Design ldpc_addr_gen, sky130hd; sources not shown.
Figure 1. Cell outlines without signal wires.
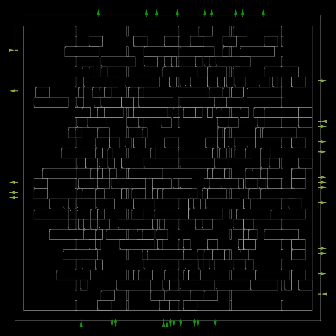
flop share of the area: 38.1%
final instance count without filler cells: 333
Taps Inserted: 75
utilization after layout: 45.8%
count of fill cells added during filler insertion: 579

Figure 2. Placement density heat map.
The die is cut into 8 by 8 equal tiles; white is low, dark blue is high, 0 to 100% covered.
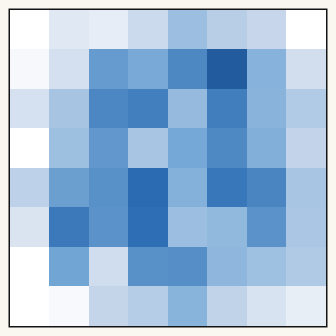
The densest ninth of the die: center. The emptiest ninth of the die: north-west. 4.7% of the tiles are over 75% full. The fullest tile reaches 83%.
starting density of the core: 36.1%
core region area: 0.00589 mm^2

Figure 3. The metal 3 layer.
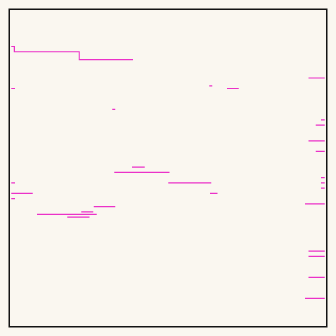
The longest straight run is 16.8 um. 23 nets have wire on it.
Final Routed Wirelength: 4.71 mm
met3 track utilization from global routing: 2.97%
vias: 1,760

Figure 4. Routed clock nets over the placement.
Scale bar: 20 um.
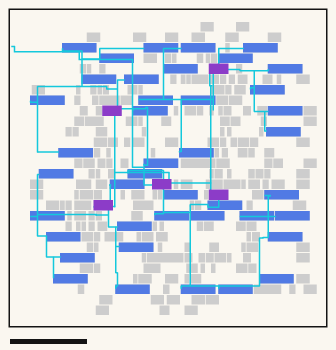
Key: cyan = clock wires [length 602 um]; blue = flip-flops [count 41]; purple = clock-net drivers [count 5]
There are 6 routed clock nets. Position of the flops: all over the die.
Clock Skew: 0.0104 ns
Clock Power: 673 uW

==> impl_table.tex <==
% Table of physical implementation metrics
\begin{tabular}{lr}
\hline
Metric & Value \\
\hline
\multicolumn{2}{l}{\textbf{CTS}} \\
TritonCTS clock tree & done \\
Clock latency on the worst-skew pair & 0.30 ns \\
Maximum buffer depth of the clock tree & 2 \\
Root buffer selected by CTS & sky130\_fd\_sc\_hd\_\_clkbuf\_8 \\
Level count of the clock H-tree & 2 \\
Clk slew on worst S/H paths & 0.08 ns \\
TritonCTS sink count & 41 \\
Clock buffer count from CTS & 5 \\
\multicolumn{2}{l}{\textbf{Flow run}} \\
\# Max-Cap Violations & 0 \\
Total tool warning count & 28 \\
\multicolumn{2}{l}{\textbf{Timing}} \\
Post-route fraction of the period consumed by the critical path & between 90\% and 100\% \\
Number of hold violations in the final report & 0 \\
Actual transition at the worst max-transition pin & 0.560 ns \\
RSZ-0062 raised after global routing & true \\
Fin crit period & roughly 1.6 ns \\
Max frequency & 640 MHz \\
Post-Route Setup TNS & 0 ns \\
Slew Limit Fails & 0 \\
Tightest slew margin relative to the limit & 62.7\% \\
Final setup viols & 0 \\
\multicolumn{2}{l}{\textbf{Global routing}} \\
Via count of the first global-routing pass & 1,690 \\
Total global routing overflow & 0 \\
Pin count of the biggest net entering global routing & 31 \\
Wire length of the first global-routing pass & 8.05 mm \\
GRT Overall Usage & between 15 and 20\% \\
Number of antenna violations at the first check in global routing & 0 \\
\multicolumn{2}{l}{\textbf{Power}} \\
Switching power & 559 uW \\
Sequential cell fraction of total power & 53.7\% \\
Leak pwr & 1.07 nW \\
Clock group share of total power & 32.4\% \\
Portion of total power attributed to combinational logic & 13.9\% \\
Final total power & 2.07 mW \\
Switching Share & 27.0\% \\
Total power density per cell area & $\sim$770 mW/mm\^{}2 \\
Internal Power & 1.52 mW \\
VDD IR max & 0.366 mV \\
\multicolumn{2}{l}{\textbf{Cells and area}} \\
Number of inserted diodes & 0 \\
Area growth from synthesis to layout & 26.9\% \\
Net count reported at finish & 270 \\
Non-clk invs & 11 \\
Flop Count & 41 \\
Fraction of final layout cells sized beyond drive strength 1 & 10.9\% \\
Final-layout clock buffer total & 6 \\
Area share of buffers outside the clock network & between 10\% and 20\% \\
Post-route cell area & $\sim$0.0027 mm\^{}2 \\
Buffers excl. clock & roughly 47 \\
Multi-Input Combinational & 151 \\
Share of final layout cell area taken by clock buffers and inverters & under 10\% \\
Gate Area & 0.00102 mm\^{}2 \\
Area taken by flip-flops and latches & 0.00103 mm\^{}2 \\
Cell type taking the most area & registers \\
Multi-input logic portion of the cell area & 37.9\% \\
\multicolumn{2}{l}{\textbf{Route}} \\
Count of routing violations after the opening detailed-route iteration & 85 \\
Residual antenna-violating net count after detailed routing & 0 \\
Average routed wire per standard cell & 14.1 um \\
Drc violations & 0 \\
Number of vias per cell after detailed routing & between 5 and 6 \\
Router iterations before antenna repair & 4 \\
\multicolumn{2}{l}{\textbf{Synth}} \\
Most area-hungry cell type in the Yosys netlist & sky130\_fd\_sc\_hd\_\_dfrtp\_1 \\
Ranking of synthesized cells by area & sky130\_fd\_sc\_hd\_\_dfrtp\_1 48\%, sky130\_fd\_sc\_hd\_\_ha\_1 4.1\%, sky130\_fd\_sc\_hd\_\_a21oi\_1 3.8\% \\
Asr flop ratio synth & 100\% \\
Post-Syn Area per Cell & 9.87 um\^{}2 \\
Count of flip-flops with a built-in enable after synthesis & 0 \\
Post-synthesis instance total & 215 \\
Synth Flop Type & sky130\_fd\_sc\_hd\_\_dfrtp\_1 \\
Area share of the leading cell type in the synthesized netlist & 48.3\% \\
Post-synth net total & between 200 and 250 \\
Cell total in the yosys stat output & 215 \\
Number of different library cells in the post-synthesis netlist & 50 \\
Yosys stat area & 0.00212 mm\^{}2 \\
Registers, synthesis & 41 \\
Cell area after synthesis & 0.00212 mm\^{}2 \\
Synth warn & 0 \\
Sequential fraction of the synthesis area & between 40\% and 50\% \\
\multicolumn{2}{l}{\textbf{Placed design}} \\
Placed cell area & 0.00257 mm\^{}2 \\
Post-Place Cells & 325 \\
DP HPWL & 3.30 mm \\
IO buf count & 34 \\
\multicolumn{2}{l}{\textbf{Min path}} \\
Hold path cells & 3 \\
Hold Path Class & in2reg \\
\multicolumn{2}{l}{\textbf{Worst setup path}} \\
Crit. End Element & register \\
Crit path arrival time & between 1.5 and 2 ns \\
Reg-to-reg slack, setup & 0.04 ns \\
Number of cells on the worst reg-to-reg path & 4 \\
Crit path DRT & 1.82 ns \\
Worst setup path category & reg2reg \\
Critical path launch point type & register \\
Maximum fanout encountered on the critical timing path & 6 \\
\multicolumn{2}{l}{\textbf{Floorplanning}} \\
Die footprint & 0.00670 mm\^{}2 \\
Horizontal die dimension & $\sim$80 um \\
Number of core rows & 28 \\
Die height & 81.9 um \\
Boundary pin count & 38 \\
\multicolumn{2}{l}{\textbf{Run status}} \\
Outcome & finished, final reports clean \\
\hline
\end{tabular}
==> layer usage <==
layer / vias up / part of all wire (%) / GRT usage [%]
met1: 858 / 48 / 21.1
met3: 8 / 3.0 / 2.97
met2: 33 / 47 / 24.6
li1: 861 / - / -
met4: 0 / 1.7 / 7.00
met5: - / 0 / 0
==> power groups by stage <==
stage	clock [mW]	combinational (mW)	sequential [mW]
2_1_floorplan	0	0.145	1.14
5_1_grt	0.739	0.323	1.12
6_report	0.673	0.287	1.11
4_1_cts	0.706	0.288	1.11
3_5_place_dp	0	0.281	1.13
3_3_place_gp	0	0.273	1.13
==> cell families (layout without fill, tap and decap cells) <==
group,Yosys count,after routing,synth area share [%]
flops,41,41,48.3
simple gates,79,79,19.9
mux,4,4,1.95
buf+inv,23,66,4.78
compound gates,48,48,15.6
fa+ha+maj,7,7,4.13
xor+xnor,13,13,5.37
==> critical path, stage by stage (launching register included) <==
cell,delay [ns]
sky130_fd_sc_hd__dfrtp_1,0.43
sky130_fd_sc_hd__ha_2,0.24
sky130_fd_sc_hd__and4b_4,0.18
sky130_fd_sc_hd__or4_1,0.50
sky130_fd_sc_hd__a21oi_1,0.13
==> per-stage QoR <==
stage                     hold slack, ns  worst slack [ns]
final                              0.229            0.0378
after global placement             0.508            -0.766
after detailed placement          0.0739            -0.104
after global routing               0.249           -0.0196
after floorplan                   -0.136            0.0834
after CTS                          0.224         -0.000980
==> synth_stat cells (2+ instances only) <==
library cell,count
sky130_fd_sc_hd__dfrtp_1,41
sky130_fd_sc_hd__nand2_1,20
sky130_fd_sc_hd__a21oi_1,16
sky130_fd_sc_hd__nor2_1,15
sky130_fd_sc_hd__nand3_1,11
sky130_fd_sc_hd__inv_1,10
sky130_fd_sc_hd__o21ai_0,9
sky130_fd_sc_hd__ha_1,7
sky130_fd_sc_hd__xnor2_1,7
sky130_fd_sc_hd__nor3_1,6
sky130_fd_sc_hd__xor2_1,6
sky130_fd_sc_hd__a211oi_1,5
sky130_fd_sc_hd__clkbuf_1,5
sky130_fd_sc_hd__buf_2,3
sky130_fd_sc_hd__buf_4,3
sky130_fd_sc_hd__mux2i_1,3
sky130_fd_sc_hd__nand2b_1,3
sky130_fd_sc_hd__o32ai_1,3
sky130_fd_sc_hd__or3_1,3
sky130_fd_sc_hd__or4_1,3
sky130_fd_sc_hd__and2_1,2
sky130_fd_sc_hd__and4b_1,2
sky130_fd_sc_hd__nand4b_1,2
sky130_fd_sc_hd__o22ai_1,2
sky130_fd_sc_hd__o311ai_0,2
sky130_fd_sc_hd__o32a_1,2
==> layout by cell type (no fill, tap or decap), drive strengths merged, types with 5 or more instances in the layout <==
master         instances
buf                   10
ha                     7
nor3                   6
o21ai                  9
dfrtp                 41
nor2                  15
xnor2                  7
inv                   10
a211oi                 5
clkdlybuf4s50         33
nand3                 11
nand2                 21
clkbuf                 9
xor2                   6
a21oi                 16
==> timing repair <==
item                                    in CTS  in global routing
buffers inserted                             0                  2
endpoints found under the setup margin       3                 10
hold endpoints to repair                    11                  0
hold buffers                                 1                  0
resized                                      3                  3
Power figures rest on the tool's default switching activity, not on a simulated workload.
